**src/rtl/hazard_controller_pkg.sv**
```systemverilog
// Shared encodings for the MIPS pipeline hazard controller: FSM states, forward selects, defaults.
// Latency: n/a (types and constants only).
// Backpressure: n/a.
package hazard_controller_pkg;

    typedef enum logic [1:0] {
        ST_RUN   = 2'd0,
        ST_DRAIN = 2'd1,
        ST_FIRE  = 2'd2,
        ST_HALT  = 2'd3
    } state_t;

    localparam logic [1:0] FWD_RF  = 2'b00;
    localparam logic [1:0] FWD_WB  = 2'b01;
    localparam logic [1:0] FWD_MEM = 2'b10;

    localparam int EXIT_CODE_DEF    = 10;
    localparam int DRAIN_CYCLES_DEF = 3;

    // $zero is hardwired, so a write to it never produces a dependency.
    function automatic logic reg_match(input logic [4:0] dst, input logic [4:0] src);
        return (dst != 5'd0) && (dst == src);
    endfunction

endpackage

```
**src/rtl/hazard_controller_if.sv**
```systemverilog
// Pipeline-side signal bundle for the hazard controller (stage register fields in, control out).
// Latency: n/a (wires only).
// Backpressure: stall/flush outputs are the pipeline's only backpressure.
interface hazard_controller_if #(
    parameter int CNT_W = 32
);
    logic [4:0]       rs_D, rt_D, rs_E, rt_E;
    logic [4:0]       writeReg_E, writeReg_M, writeReg_W;
    logic             regWrite_E, regWrite_M, regWrite_W;
    logic             memToReg_E, memToReg_M;
    logic             branch_D, jump_D, jr_D, PCSrc_D, syscall_D;
    logic [31:0]      v0;

    logic             stall_F, stall_D, flush_D, flush_E;
    logic             forwardA_D, forwardB_D;
    logic [1:0]       forwardA_E, forwardB_E;
    logic             syscall_go, halted;
    logic [CNT_W-1:0] stall_count, flush_count, cycle_count;

    modport master (
        output rs_D, rt_D, rs_E, rt_E, writeReg_E, writeReg_M, writeReg_W,
               regWrite_E, regWrite_M, regWrite_W, memToReg_E, memToReg_M,
               branch_D, jump_D, jr_D, PCSrc_D, syscall_D, v0,
        input  stall_F, stall_D, flush_D, flush_E, forwardA_D, forwardB_D,
               forwardA_E, forwardB_E, syscall_go, halted,
               stall_count, flush_count, cycle_count
    );

    modport slave (
        input  rs_D, rt_D, rs_E, rt_E, writeReg_E, writeReg_M, writeReg_W,
               regWrite_E, regWrite_M, regWrite_W, memToReg_E, memToReg_M,
               branch_D, jump_D, jr_D, PCSrc_D, syscall_D, v0,
        output stall_F, stall_D, flush_D, flush_E, forwardA_D, forwardB_D,
               forwardA_E, forwardB_E, syscall_go, halted,
               stall_count, flush_count, cycle_count
    );

endinterface

```
**src/rtl/hazard_controller_forward_unit.sv**
```systemverilog
// Forward unit for one source operand: EX-stage bypass select and ID-stage compare bypass.
// Latency: combinational.
// Backpressure: none.
module hazard_controller_forward_unit
    import hazard_controller_pkg::*;
(
    input  logic [4:0] src_E,
    input  logic [4:0] src_D,
    input  logic [4:0] writeReg_M,
    input  logic [4:0] writeReg_W,
    input  logic       regWrite_M,
    input  logic       regWrite_W,
    output logic [1:0] fwd_E,
    output logic       fwd_D
);

    // MEM holds the younger result, so it wins over WB.
    always_comb begin
        fwd_E = FWD_RF;
        if (regWrite_M && reg_match(writeReg_M, src_E))
            fwd_E = FWD_MEM;
        else if (regWrite_W && reg_match(writeReg_W, src_E))
            fwd_E = FWD_WB;
    end

    assign fwd_D = regWrite_M && reg_match(writeReg_M, src_D);

endmodule

```
**src/rtl/hazard_controller.sv**
```systemverilog
// MIPS 5-stage hazard controller: forwarding, load-use/branch stalls, flushes, syscall drain, halt, stats.
// Latency: stalls/flushes/forwards combinational; syscall_go DRAIN_CYCLES+1 cycles after syscall enters ID.
// Backpressure: holds IF/ID via stall_F/stall_D and bubbles EX via flush_E; HALT stalls until reset.
module hazard_controller
    import hazard_controller_pkg::*;
#(
    parameter int          DRAIN_CYCLES = DRAIN_CYCLES_DEF,
    parameter int          CNT_W        = 32,
    parameter logic [31:0] EXIT_CODE    = 32'(EXIT_CODE_DEF)
) (
    input  logic             clk,
    input  logic             reset,
    hazard_controller_if.slave hif
);

    localparam int DCW = (DRAIN_CYCLES < 2) ? 1 : $clog2(DRAIN_CYCLES + 1);

    state_t           state;
    logic [DCW-1:0]   drain_cnt;
    logic             resume_flush;
    logic [CNT_W-1:0] stall_cnt, flush_cnt, cyc_cnt;

    logic lwstall, brstall, hazard, ctrl_xfer;
    logic stall_any, flush_d, flush_e;

    hazard_controller_forward_unit u_fwd_a (
        .src_E      (hif.rs_E),
        .src_D      (hif.rs_D),
        .writeReg_M (hif.writeReg_M),
        .writeReg_W (hif.writeReg_W),
        .regWrite_M (hif.regWrite_M),
        .regWrite_W (hif.regWrite_W),
        .fwd_E      (hif.forwardA_E),
        .fwd_D      (hif.forwardA_D)
    );

    hazard_controller_forward_unit u_fwd_b (
        .src_E      (hif.rt_E),
        .src_D      (hif.rt_D),
        .writeReg_M (hif.writeReg_M),
        .writeReg_W (hif.writeReg_W),
        .regWrite_M (hif.regWrite_M),
        .regWrite_W (hif.regWrite_W),
        .fwd_E      (hif.forwardB_E),
        .fwd_D      (hif.forwardB_D)
    );

    assign lwstall = hif.memToReg_E &&
                     (reg_match(hif.rt_E, hif.rs_D) || reg_match(hif.rt_E, hif.rt_D));

    // Branch compare and jr read registers in ID, so an ALU result still in EX
    // or a load still in MEM cannot be bypassed in time.
    assign brstall = (hif.branch_D || hif.jr_D) &&
                     ((hif.regWrite_E && (reg_match(hif.writeReg_E, hif.rs_D) ||
                                          reg_match(hif.writeReg_E, hif.rt_D))) ||
                      (hif.memToReg_M && (reg_match(hif.writeReg_M, hif.rs_D) ||
                                          reg_match(hif.writeReg_M, hif.rt_D))));

    assign hazard    = lwstall || brstall;
    assign ctrl_xfer = hif.PCSrc_D || hif.jump_D || hif.jr_D;

    always_comb begin
        stall_any = 1'b1;
        flush_d   = 1'b0;
        flush_e   = 1'b1;
        if (state == ST_RUN) begin
            stall_any = hazard;
            flush_e   = hazard;
            flush_d   = resume_flush || (ctrl_xfer && !hazard);
        end
    end

    assign hif.stall_F     = stall_any;
    assign hif.stall_D     = stall_any;
    assign hif.flush_D     = flush_d;
    assign hif.flush_E     = flush_e;
    assign hif.syscall_go  = (state == ST_FIRE);
    assign hif.halted      = (state == ST_HALT);
    assign hif.stall_count = stall_cnt;
    assign hif.flush_count = flush_cnt;
    assign hif.cycle_count = cyc_cnt;

    always_ff @(posedge clk) begin
        if (reset) begin
            state        <= ST_RUN;
            drain_cnt    <= '0;
            resume_flush <= 1'b0;
            stall_cnt    <= '0;
            flush_cnt    <= '0;
            cyc_cnt      <= '0;
        end else begin
            resume_flush <= 1'b0;
            unique case (state)
                // The syscall is still sitting in ID during the resume cycle; it must not re-arm.
                ST_RUN: begin
                    if (hif.syscall_D && !hazard && !resume_flush) begin
                        state     <= ST_DRAIN;
                        drain_cnt <= DCW'(DRAIN_CYCLES);
                    end
                end
                ST_DRAIN: begin
                    drain_cnt <= drain_cnt - DCW'(1);
                    if (drain_cnt == DCW'(1))
                        state <= ST_FIRE;
                end
                ST_FIRE: begin
                    if (hif.v0 == EXIT_CODE) begin
                        state <= ST_HALT;
                    end else begin
                        state        <= ST_RUN;
                        resume_flush <= 1'b1;
                    end
                end
                ST_HALT: state <= ST_HALT;
            endcase

            if (state != ST_HALT) begin
                if (stall_any && !(&stall_cnt))
                    stall_cnt <= stall_cnt + CNT_W'(1);
                if ((flush_d || flush_e) && !(&flush_cnt))
                    flush_cnt <= flush_cnt + CNT_W'(1);
                if (!(&cyc_cnt))
                    cyc_cnt <= cyc_cnt + CNT_W'(1);
            end
        end
    end

endmodule

```
**src/flat_wrapper.sv**
```systemverilog
// flat-port wrapper written by rule: the top's interface ports become plain ports
module hazard_controller_flat import hazard_controller_pkg::*;
#(
    parameter int          DRAIN_CYCLES = DRAIN_CYCLES_DEF,
    parameter int          CNT_W        = 32,
    parameter logic [31:0] EXIT_CODE    = 32'(EXIT_CODE_DEF)
)
  (clk, reset, hif_rs_D, hif_rt_D, hif_rs_E, hif_rt_E, hif_writeReg_E, hif_writeReg_M, hif_writeReg_W, hif_regWrite_E, hif_regWrite_M, hif_regWrite_W, hif_memToReg_E, hif_memToReg_M, hif_branch_D, hif_jump_D, hif_jr_D, hif_PCSrc_D, hif_syscall_D, hif_v0, hif_stall_F, hif_stall_D, hif_flush_D, hif_flush_E, hif_forwardA_D, hif_forwardB_D, hif_forwardA_E, hif_forwardB_E, hif_syscall_go, hif_halted, hif_stall_count, hif_flush_count, hif_cycle_count);
  hazard_controller_if #(.CNT_W(CNT_W)) hif_i ();
  input  logic clk;
  input  logic reset;
  input wire logic [$bits(hif_i.rs_D)-1:0] hif_rs_D;
  input wire logic [$bits(hif_i.rt_D)-1:0] hif_rt_D;
  input wire logic [$bits(hif_i.rs_E)-1:0] hif_rs_E;
  input wire logic [$bits(hif_i.rt_E)-1:0] hif_rt_E;
  input wire logic [$bits(hif_i.writeReg_E)-1:0] hif_writeReg_E;
  input wire logic [$bits(hif_i.writeReg_M)-1:0] hif_writeReg_M;
  input wire logic [$bits(hif_i.writeReg_W)-1:0] hif_writeReg_W;
  input wire logic [$bits(hif_i.regWrite_E)-1:0] hif_regWrite_E;
  input wire logic [$bits(hif_i.regWrite_M)-1:0] hif_regWrite_M;
  input wire logic [$bits(hif_i.regWrite_W)-1:0] hif_regWrite_W;
  input wire logic [$bits(hif_i.memToReg_E)-1:0] hif_memToReg_E;
  input wire logic [$bits(hif_i.memToReg_M)-1:0] hif_memToReg_M;
  input wire logic [$bits(hif_i.branch_D)-1:0] hif_branch_D;
  input wire logic [$bits(hif_i.jump_D)-1:0] hif_jump_D;
  input wire logic [$bits(hif_i.jr_D)-1:0] hif_jr_D;
  input wire logic [$bits(hif_i.PCSrc_D)-1:0] hif_PCSrc_D;
  input wire logic [$bits(hif_i.syscall_D)-1:0] hif_syscall_D;
  input wire logic [$bits(hif_i.v0)-1:0] hif_v0;
  output wire logic [$bits(hif_i.stall_F)-1:0] hif_stall_F;
  output wire logic [$bits(hif_i.stall_D)-1:0] hif_stall_D;
  output wire logic [$bits(hif_i.flush_D)-1:0] hif_flush_D;
  output wire logic [$bits(hif_i.flush_E)-1:0] hif_flush_E;
  output wire logic [$bits(hif_i.forwardA_D)-1:0] hif_forwardA_D;
  output wire logic [$bits(hif_i.forwardB_D)-1:0] hif_forwardB_D;
  output wire logic [$bits(hif_i.forwardA_E)-1:0] hif_forwardA_E;
  output wire logic [$bits(hif_i.forwardB_E)-1:0] hif_forwardB_E;
  output wire logic [$bits(hif_i.syscall_go)-1:0] hif_syscall_go;
  output wire logic [$bits(hif_i.halted)-1:0] hif_halted;
  output wire logic [$bits(hif_i.stall_count)-1:0] hif_stall_count;
  output wire logic [$bits(hif_i.flush_count)-1:0] hif_flush_count;
  output wire logic [$bits(hif_i.cycle_count)-1:0] hif_cycle_count;
  assign hif_i.rs_D = hif_rs_D;
  assign hif_i.rt_D = hif_rt_D;
  assign hif_i.rs_E = hif_rs_E;
  assign hif_i.rt_E = hif_rt_E;
  assign hif_i.writeReg_E = hif_writeReg_E;
  assign hif_i.writeReg_M = hif_writeReg_M;
  assign hif_i.writeReg_W = hif_writeReg_W;
  assign hif_i.regWrite_E = hif_regWrite_E;
  assign hif_i.regWrite_M = hif_regWrite_M;
  assign hif_i.regWrite_W = hif_regWrite_W;
  assign hif_i.memToReg_E = hif_memToReg_E;
  assign hif_i.memToReg_M = hif_memToReg_M;
  assign hif_i.branch_D = hif_branch_D;
  assign hif_i.jump_D = hif_jump_D;
  assign hif_i.jr_D = hif_jr_D;
  assign hif_i.PCSrc_D = hif_PCSrc_D;
  assign hif_i.syscall_D = hif_syscall_D;
  assign hif_i.v0 = hif_v0;
  assign hif_stall_F = hif_i.stall_F;
  assign hif_stall_D = hif_i.stall_D;
  assign hif_flush_D = hif_i.flush_D;
  assign hif_flush_E = hif_i.flush_E;
  assign hif_forwardA_D = hif_i.forwardA_D;
  assign hif_forwardB_D = hif_i.forwardB_D;
  assign hif_forwardA_E = hif_i.forwardA_E;
  assign hif_forwardB_E = hif_i.forwardB_E;
  assign hif_syscall_go = hif_i.syscall_go;
  assign hif_halted = hif_i.halted;
  assign hif_stall_count = hif_i.stall_count;
  assign hif_flush_count = hif_i.flush_count;
  assign hif_cycle_count = hif_i.cycle_count;
  hazard_controller #(.DRAIN_CYCLES(DRAIN_CYCLES), .CNT_W(CNT_W), .EXIT_CODE(EXIT_CODE)) u_core (.clk(clk), .reset(reset), .hif(hif_i));
endmodule
```
**config.mk**
```make
export PLATFORM = sky130hd
export DESIGN_NAME = hazard_controller_flat
export DESIGN_NICKNAME = d
export VERILOG_FILES = /design/src/rtl/hazard_controller_pkg.sv /design/src/rtl/hazard_controller_if.sv /design/src/rtl/hazard_controller_forward_unit.sv /design/src/rtl/hazard_controller.sv /design/src/flat_wrapper.sv
export SDC_FILE = /design/constraint.sdc
export NUM_CORES = 1
export LEC_CHECK = 0
export ABC_CLOCK_PERIOD_IN_PS = 4100
export CAP_MARGIN = 20
export CORE_MARGIN = 4
export CORE_UTILIZATION = 48
export CTS_CLUSTER_SIZE = 8
export DETAILED_ROUTE_END_ITERATION = 6
export HOLD_SLACK_MARGIN = 0.02
export PLACE_DENSITY = 0.82
export SETUP_SLACK_MARGIN = 0.5
export SYNTH_ARGS = -nofsm -noshare
export SYNTH_HDL_FRONTEND = slang
export SYNTH_SLANG_ARGS = --single-unit
```
**constraint.sdc**
```tcl
create_clock -name clk -period 4.1 [get_ports clk]
set_clock_uncertainty 0.1 [all_clocks]
set_input_delay 0.82 -clock clk [delete_from_list [all_inputs] [get_ports clk]]
set_output_delay 0.82 -clock clk [all_outputs]
set_load 0.02 [all_outputs]
```
### Clock wires, drivers and flops, run 1

Scale bar: 20 microns.
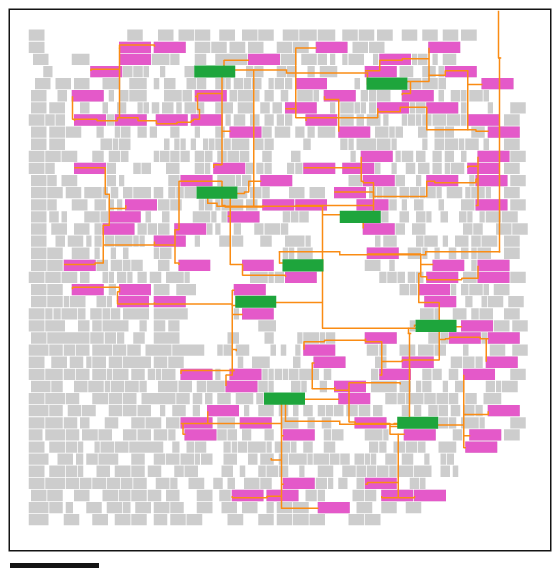
Green marks clock drivers, count 9. Magenta marks flip-flops, count 101. Orange marks clock wires, length 1280 microns.
Position of the flops: all over the die. There are 10 routed clock nets.

### Metal 4, run 1

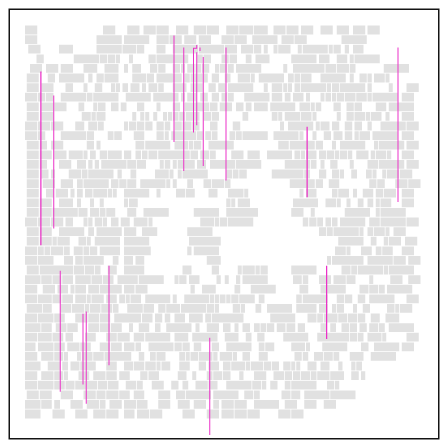
15 nets have wire on it. The longest straight run is 49.0 microns. The layer carries 484 microns of wire. The layer holds 2.9% of the routed length. The wires run mostly vertical.

==> impl_metrics.py, run 1 <==
# Synthesis and PnR figures
metrics = {
    "synth": {
        "yosys-stat-cells": 757,
        "synth.cellmix.compoundShare": 0.0982,
        "parity_gate_share_of_the_synthesized_area_counting_xor_and_xnor_cells": 0.111,
        "adder_share": 0.00813,
    },
    "cells_and_area": {
        "nNonClkBuffers": 200,
        "final-nonclk-buf-share": 0.235,
        "comb-cell-share": 0.462,
        "antenna_diode_count": 0,
        "multiInputCombCellCount": 596,
        "layout-drive-gt1-share": 0.0917,
    },
    "worst_setup_path": {
        "worstPathRequired_ps": 3180,
        "path_max_fanout": 5,
        "cp-start-kind": "input port",
        "cp.arrival_ps": 2730,
    },
    "drt": {
        "met3_length_microns": 974,
        "drt_wl_total_microns": 16900,
        "route.top_layer_used": "met4",
    },
    "sta": {
        "final.min_clock_period_ps": 3650,
        "period_used_share": 0.890,
        "worstMarginPinSlew_ps": 850,
        "rsz0062_at_grt": "no",
    },
    "pwr": {
        "power.leakage_nw": 3.02,
        "power.share.combinational": 0.171,
        "vdd.ir_drop.worst_v": 0.000195,
    },
    "run": {
        "log.warning_count": 28,
    },
    "placed_design": {
        "placement.cell_area_sq_um": 8100,
        "place.gp.congestion": 0.934,
        "hpwl_microns": 12400,
    },
    "die": {
        "chip_area_sq_um": 14700,
        "total_number_of_tap_cells": 172,
    },
    "grt": {
        "grt_start_max_net_pins": 77,
    },
    "run_status": {
        "run_status": "complete, no violations",
    },
}
### Ports around the boundary, run 1

Pins as bars across the die edge, other pins in gray.
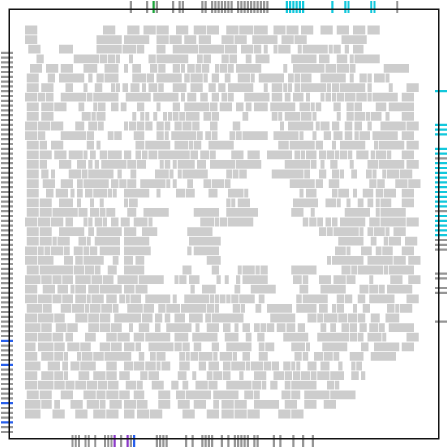
Cyan marks hif_cycle_count, pins 32, direction output, edge 21 east, 11 north. Green marks reset, pins 1, direction input, edge north. Purple marks hif_forwardA_E, pins 2, direction output, edge south. Blue marks hif_rt_E, pins 5, direction input, edge 4 west, 1 south.

run 1: worst paths after layout:
check	from	end	slack, ps	depth (start not counted)
max reg2reg	u_core.hif.stall_count[1]	u_core.hif.stall_count[29]	1360	7
max	hif_writeReg_M[4]	hif_flush_D	450	9
min	u_core.hif.stall_count[1]	u_core.hif.stall_count[1]	400	2
min reg2reg	u_core.hif.stall_count[1]	u_core.hif.stall_count[1]	400	2
run 1: cell usage in the layout (no fill, tap or decap), types with 21 or more instances in the layout:
master and instances:
sky130_fd_sc_hd__xor2_1 40, sky130_fd_sc_hd__a21oi_1 37, sky130_fd_sc_hd__clkdlybuf4s50_1 162, sky130_fd_sc_hd__nand4_1 40, sky130_fd_sc_hd__dfxtp_1 101, sky130_fd_sc_hd__or4_1 24
sky130_fd_sc_hd__xnor2_1 38, sky130_fd_sc_hd__mux2_2 21, sky130_fd_sc_hd__nor2b_1 31, sky130_fd_sc_hd__nand2_1 47, sky130_fd_sc_hd__nor2_1 94, sky130_fd_sc_hd__nand3_1 32
run 1: power groups by stage:
stage,clock network (mW),logic [mW],registers (mW)
after floorplan,0,0.192,1.04
after global placement,0,0.348,1.04
after detailed placement,0,0.356,1.04
after CTS,0.827,0.350,1.01
after global routing,0.863,0.400,1.02
final,0.806,0.374,1.01
run 1: synth_stat cells, drive strengths merged, types with 4 or more instances:
cell type | n | share of area
o31ai | 21 | 0.028
or4 | 26 | 0.032
nor4 | 20 | 0.020
and3 | 20 | 0.020
o21ai | 17 | 0.014
nand4 | 40 | 0.041
or3 | 16 | 0.016
nor3 | 26 | 0.027
xnor2 | 38 | 0.054
buf | 23 | 0.027
dfxtp | 101 | 0.33
nor2b | 31 | 0.031
nor2 | 95 | 0.058
mux2 | 30 | 0.055
nand2 | 48 | 0.029
inv | 14 | 0.0085
clkbuf | 23 | 0.014
a21oi | 38 | 0.033
nand3 | 34 | 0.029
nor3b | 9 | 0.011
xor2 | 40 | 0.057
and4 | 6 | 0.0085
ha | 4 | 0.0081
and2 | 10 | 0.010
run 1: stage by stage:
stage	std cells	power (mW)	setup slack, ps	utilization
2_1_floorplan	757	1.24	719	-
3_3_place_gp	1082	1.38	114	0.644
3_5_place_dp	1082	1.39	22.7	0.644
4_1_cts	1098	2.19	329	0.667
5_1_grt	1099	2.28	406	0.675
6_report	1099	2.19	451	0.675
run 1: sequential cells by signal (all words and copies together), names as in the netlist:
signal,flops
u_core.hif.flush_count,32
u_core.drain_cnt,2
u_core.hif.cycle_count,32
u_core.resume_flush,1
u_core.hif.stall_count,32
u_core.state,2
run 1: critical path, cell delays in order:
cell and delay [ps]:
sky130_fd_sc_hd__clkdlybuf4s50_1 560, sky130_fd_sc_hd__xor2_1 260, sky130_fd_sc_hd__nor3_2 180, sky130_fd_sc_hd__nand3_2 180
sky130_fd_sc_hd__a21o_1 240, sky130_fd_sc_hd__nand3_1 100, sky130_fd_sc_hd__nor2_1 60, sky130_fd_sc_hd__o21a_1 180
sky130_fd_sc_hd__buf_2 150
run 1: what timing repair did:
item,4_1_cts,5_1_grt
setup buffers,0,1
endpoints found under the setup margin,10,7
hold endpoints to repair,0,0
pin swaps,4,4
gates resized,30,34
gates cloned,0,0
### Routing congestion map, run 1

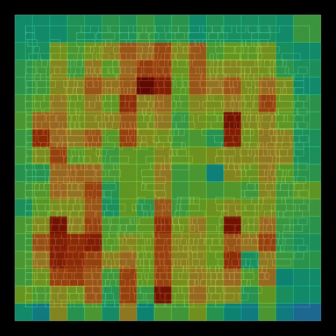

--- run 2 (diff from run 1) ---
CORE_UTILIZATION = 35   (was 48)
PLACE_DENSITY = not set   (was 0.82)
SLEW_MARGIN = 20   (was not set)
### Routing congestion map, run 2

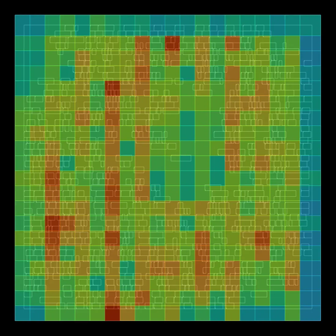
drt wl/cell: 14.6 microns
Post-Route Utilization: 0.498
gr usage total: 0.170

### Clock wires, drivers and flops, run 2

Scale bar: 50 microns.
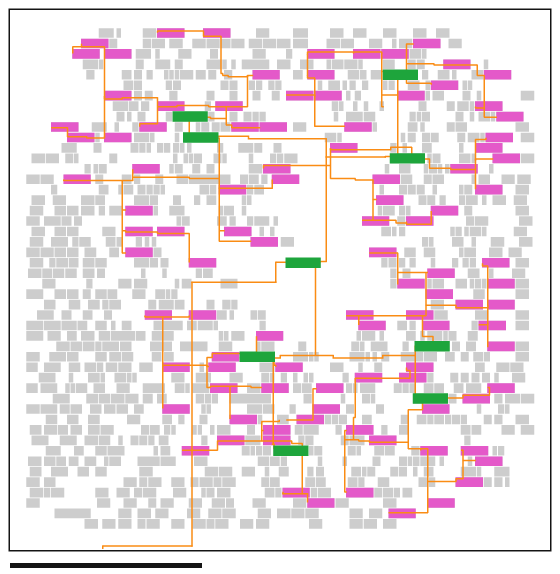
Green marks clock drivers, count 9. Orange marks clock wires, length 1400 microns. Magenta marks flip-flops, count 101.
There are 10 routed clock nets.

==> run 2 against run 1 <==
Global-route usage fell by 5.0 points. Total power grew 3.8%. Cell count grew 5.5%. Via count shrank 3.3%. Clock power grew 12%. Worst hold slack worse by 7.7 ps. Critical path type unchanged. Largest power group unchanged. Highest routed layer unchanged.
==> impl_metrics.py, run 2 <==
# Synthesis and PnR figures
metrics = {
    "run_status": {
        "run_status": "complete, no violations",
    },
    "sta": {
        "worstMarginPinSlew_ps": 842,
        "rsz0062_at_grt": "no",
        "setup_ws_ps": 583,
        "period_used_share": 0.858,
        "final.min_clock_period_ps": 3520,
    },
    "grt": {
        "grt_start_max_net_pins": 67,
    },
    "placed_design": {
        "post-place-cells": 1139,
        "placement.cell_area_sq_um": 8200,
        "place.gp.congestion": 0.814,
        "hpwl_microns": 12800,
        "place_worst_setup_slack_ps": -9.15,
    },
    "run": {
        "log.warning_count": 27,
    },
    "worst_setup_path": {
        "path_max_fanout": 3,
        "slowest_delay_ps": 510,
        "cp.arrival_ps": 2600,
        "critical-path-slowest-cell": "sky130_fd_sc_hd__clkdlybuf4s50_1",
        "crit_chain": "clkdlybuf4s50_1, xor2_1, nor2_1, a22oi_2, or2_2, nand3_1, nor2_1, o21a_1, clkdlybuf4s15_2",
        "critPathMostFrequentCell": "sky130_fd_sc_hd__nor2_1",
    },
    "synth": {
        "adder_share": 0.00813,
        "cell_type_with_the_highest_aggregate_area_in_the_netlist": "sky130_fd_sc_hd__dfxtp_1",
        "netlist_top_cells_count": "101 x sky130_fd_sc_hd__dfxtp_1, 94 x sky130_fd_sc_hd__nor2_1, 48 x sky130_fd_sc_hd__nand2_1",
        "synth.cellmix.compoundShare": 0.0982,
        "yosys-stat-cells": 757,
        "parity_gate_share_of_the_synthesized_area_counting_xor_and_xnor_cells": 0.111,
        "synth_top_cell_by_count": "sky130_fd_sc_hd__dfxtp_1",
    },
    "cells_and_area": {
        "final-instance-count-excl-fill": 1159,
        "most-common-layout-cells": "153 x sky130_fd_sc_hd__clkdlybuf4s50_1, 101 x sky130_fd_sc_hd__dfxtp_1, 94 x sky130_fd_sc_hd__nor2_1, 48 x sky130_fd_sc_hd__nand2_1",
        "top_cell_excl_fill_tap": "sky130_fd_sc_hd__clkdlybuf4s50_1",
        "antenna_diode_count": 0,
        "layout-drive-gt1-share": 0.0942,
    },
    "pwr": {
        "power.total_mw": 2.28,
        "power.share.combinational": 0.160,
        "power.leakage_nw": 3.13,
    },
}
[run 2: cell count changes in the layout (fill, tap and decap cells not counted), moves of 2 or more]
cell,delta
sky130_fd_sc_hd__nor4_4,-2
sky130_fd_sc_hd__buf_4,+8
sky130_fd_sc_hd__buf_6,-2
sky130_fd_sc_hd__dlymetal6s2s_1,+6
sky130_fd_sc_hd__clkdlybuf4s15_2,+2
sky130_fd_sc_hd__dlygate4sd2_1,+3
sky130_fd_sc_hd__bufinv_16,+2
sky130_fd_sc_hd__nor4_1,+3
sky130_fd_sc_hd__clkdlybuf4s50_1,-9
[run 2: final timing paths]
path	endpoint	depth (start not counted)	slack, ps	from
setup reg to reg	u_core.hif.stall_count[29]	7	1370	u_core.hif.stall_count[14]
hold / removal	u_core.hif.flush_count[14]	2	390	u_core.hif.flush_count[14]
hold reg to reg	u_core.hif.flush_count[14]	2	390	u_core.hif.flush_count[14]
setup / recovery	hif_flush_D	9	580	hif_rt_D[0]
[run 2: final cells by class]
type,count,area (sq um)
Clock inverter,4,73.8
Multi-Input combinational cell,596,3890
Timing Repair Buffer,208,2070
Fill cell,1714,8680
Clock buffer,11,233
Inverter,14,52.6
Tap cell,225,282
Sequential cell,101,2020
[run 2: logic make-up (layout without fill, tap and decap cells)]
| kind of cell | after synthesis | count (layout) |
|---|---|---|
| AND-OR/OR-AND | 92 | 92 |
| flip-flops | 101 | 101 |
| XOR/XNOR | 78 | 78 |
| AND/OR/NAND/NOR | 390 | 390 |
| adder cells (fa/ha/maj) | 4 | 4 |
| multiplexers | 32 | 32 |
| buffers and inverters | 60 | 237 |
[run 2: routing by layer]
metal,up-vias,routed length (microns)
li1,3062,-
met1,2759,7880
met2,128,7980
met3,9,909
met4,0,147
met5,-,0
[run 2: timing repair]
| action | 4_1_cts | 5_1_grt |
|---|---|---|
| gates resized | 39 | 22 |
| buffers inserted | 2 | 3 |
| pin swaps | 5 | 11 |
| setup endpoints to repair | 10 | 10 |
| hold endpoints to repair | 0 | 0 |
[run 2: power by group through the flow]
stage / Combinational (mW) / Clock (mW) / Sequential [mW]
6_report: 0.364 / 0.901 / 1.01
5_1_grt: 0.396 / 0.974 / 1.02
4_1_cts: 0.368 / 0.936 / 1.01
3_5_place_dp: 0.359 / 0 / 1.04
3_3_place_gp: 0.356 / 0 / 1.04
2_1_floorplan: 0.192 / 0 / 1.04
[run 2: critical path: cells and delay by family]
kind | cells | cell delay (ps)
AOI/OAI and AO/OA | 2 | 270
xor gates and xnor gates | 1 | 200
buffers and inverters | 2 | 760
and+or+nand+nor | 4 | 550
### Sequential cells colored by netlist name, run 2

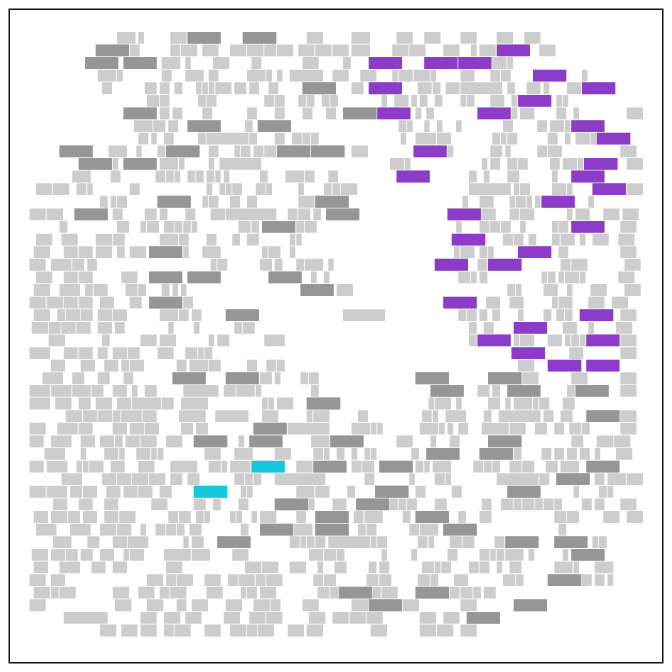

--- run 3 (diff from run 2) ---
CORE_UTILIZATION = 52   (was 35)
PLACE_DENSITY = 0.87   (was not set)
### Sequential cells colored by netlist name, run 3

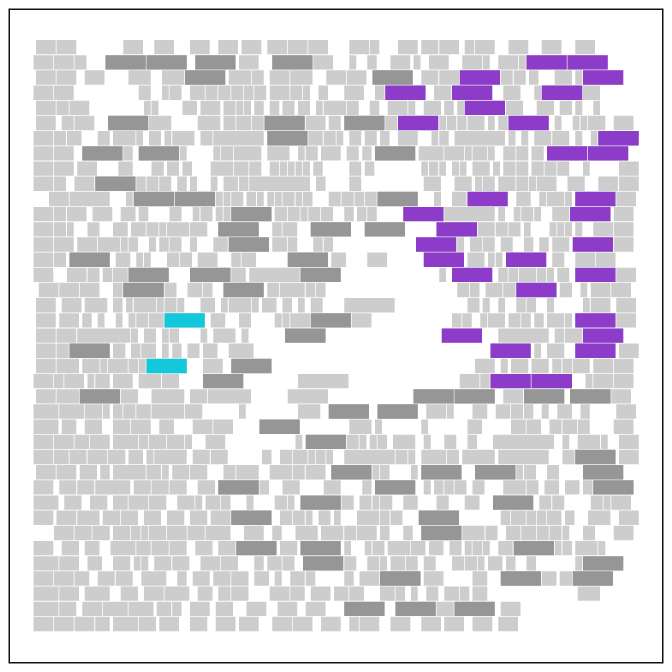
Purple marks u_core.hif.cycle_count, flops 32. Cyan marks u_core.state, flops 2.
Another 67 sequential cells are not colored.
total area of sequential cells: 2020 sq um
Seq/total area: 0.238

==> run 3 against run 2 <==
First-iteration DRC count rose by 98%. Combinational power rose by 2%. Die size fell by 31%. Non-clock buffer count fell by 8.
==> impl_metrics.py, run 3 <==
# Synthesis and PnR figures
metrics = {
    "worst_setup_path": {
        "crit_end": "hif_flush_D",
        "worstPathRequired_ps": 3180,
        "critical_path_depth": 9,
        "critical-path-slowest-cell": "sky130_fd_sc_hd__clkdlybuf4s50_1",
        "path_max_fanout": 3,
        "cp.buffers_inverters": 2,
        "r2r_cells": 7,
        "critical_path_origin": "hif_rs_D[3]",
        "cp.arrival_ps": 2710,
        "crit_chain": "clkdlybuf4s50_1, xor2_1, nor3_2, a22oi_2, or2_2, nand3_1, nor2_1, o21a_1, buf_6",
        "worst_r2r_startpoint": "u_core.hif.stall_count[14]",
        "slowest_delay_ps": 540,
        "cp-start-kind": "input port",
        "r2r_setup_slack_ps": 1310,
        "worstReg2RegEnd": "u_core.hif.stall_count[29]",
    },
    "sta": {
        "rsz0062_at_grt": "no",
        "final.min_clock_period_ps": 3630,
        "worstMarginPinSlew_ps": 764,
        "period_used_share": 0.885,
    },
    "die": {
        "chip_area_sq_um": 13600,
    },
    "grt": {
        "grt.total_usage": 0.240,
        "grt_start_max_net_pins": 69,
    },
    "run_status": {
        "run_status": "complete, no violations",
    },
    "synth": {
        "synth-edff-count": 0,
        "yosys-stat-cells": 757,
        "yosys.area.top_type_share": 0.328,
        "ys_top_cells_by_area": "sky130_fd_sc_hd__dfxtp_1 33%, sky130_fd_sc_hd__nor2_1 5.7%, sky130_fd_sc_hd__xor2_1 5.7%",
        "synth_top_cell_by_count": "sky130_fd_sc_hd__dfxtp_1",
    },
    "run": {
        "log.warning_count": 27,
    },
    "pwr": {
        "power.total_mw": 2.33,
        "vdd.ir_drop.worst_v": 0.000185,
        "power.leakage_nw": 3.05,
    },
    "cells_and_area": {
        "logic_area_sq_um": 3900,
        "layout-drive-gt1-share": 0.0917,
        "top_cell_excl_fill_tap": "sky130_fd_sc_hd__clkdlybuf4s50_1",
        "postLayoutCoreUtil": 0.737,
        "most-common-layout-cells": "162 x sky130_fd_sc_hd__clkdlybuf4s50_1, 101 x sky130_fd_sc_hd__dfxtp_1, 94 x sky130_fd_sc_hd__nor2_1, 48 x sky130_fd_sc_hd__nand2_1",
        "layout.filler_cells": 869,
        "antenna_diode_count": 0,
    },
    "drt": {
        "initialDrtViolationCount": 430,
        "wl_per_cell_microns": 16.3,
        "drt_wl_total_microns": 17500,
    },
    "hold_path": {
        "cells_on_worst_hold_path": 2,
    },
    "placed_design": {
        "place.gp.congestion": 0.939,
        "placement.cell_area_sq_um": 8060,
        "hpwl_microns": 12400,
    },
}
### Ports around the boundary, run 3

Pins as bars across the die edge, other pins in gray.
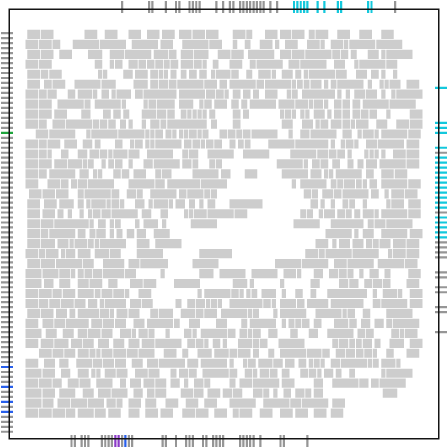
Cyan marks hif_cycle_count, pins 32, direction output, edge 21 east, 11 north. Purple marks hif_forwardA_E, pins 2, direction output, edge south. Green marks reset, pins 1, direction input, edge west. Blue marks hif_rt_E, pins 5, direction input, edge 4 west, 1 south.
die height: 117 microns
Die Span X: 117 microns

[run 3: worst min path at each step]
stage                                            end                  startpoint  slack, ps
final                     u_core.hif.flush_count[18]  u_core.hif.flush_count[18]        390
after global routing      u_core.hif.flush_count[18]  u_core.hif.flush_count[18]        410
after CTS                 u_core.hif.flush_count[18]  u_core.hif.flush_count[18]        390
after detailed placement  u_core.hif.flush_count[18]  u_core.hif.flush_count[18]        380
after global placement     u_core.hif.flush_count[1]   u_core.hif.flush_count[1]        380
after floorplan                  u_core.drain_cnt[1]         u_core.drain_cnt[1]        400
[run 3: where the power goes]
group	leakage (nW)	internal [mW]	switching, mW	total (mW)
clock network	0.157	0.557	0.388	0.945
logic	2.08	0.171	0.200	0.370
registers	0.816	0.995	0.0173	1.01
total	3.05	1.72	0.605	2.33
[run 3: cell families after synthesis]
logic type,after synthesis,share of synthesized area
buffers and inverters,60,0.0500
AND/OR/NAND/NOR,390,0.346
AND-OR/OR-AND,92,0.0982
adder cells (fa/ha/maj),4,0.00813
multiplexers,32,0.0581
flip-flops,101,0.328
XOR/XNOR,78,0.111
[run 3: routing by layer]
layer	part of all wire	GRT usage
met5	0	0
met4	0.022	0.0787
met3	0.067	0.0524
met2	0.48	0.400
met1	0.43	0.311
[run 3: cell type report]
cell class / count / area share
Multi-Input combinational cell: 596 / 0.460
Sequential cell: 101 / 0.238
Timing Repair Buffer: 200 / 0.235
Clock buffer: 10 / 0.0282
Tap cell: 143 / 0.0211
Clock inverter: 6 / 0.0112
Inverter: 14 / 0.00619
[run 3: tightest hold or removal path, delay by kind of cell, from the launching register on]
kind            cells  cell delay (ps)
flops               1              330
compound gates      2              120
[run 3: what timing repair did]
| item | in CTS | in global routing |
|---|---|---|
| gates resized | 29 | 26 |
| gates cloned | 0 | 0 |
| setup buffers | 2 | 0 |
| endpoints found under the setup margin | 10 | 7 |
| pin swaps | 3 | 9 |
[run 3: metrics by stage]
stage               std cells  hold slack [ps]  setup WS [ps]  setup TNS [ps]
finish                   1070              392            474               0
global placement         1052              377           88.6               0
detailed placement       1052              384         -0.803          -0.803
floorplan                 757              397            719               0
CTS                      1070              391            340               0
global route             1070              410            406               0
Power and IR drop assume default switching activity.
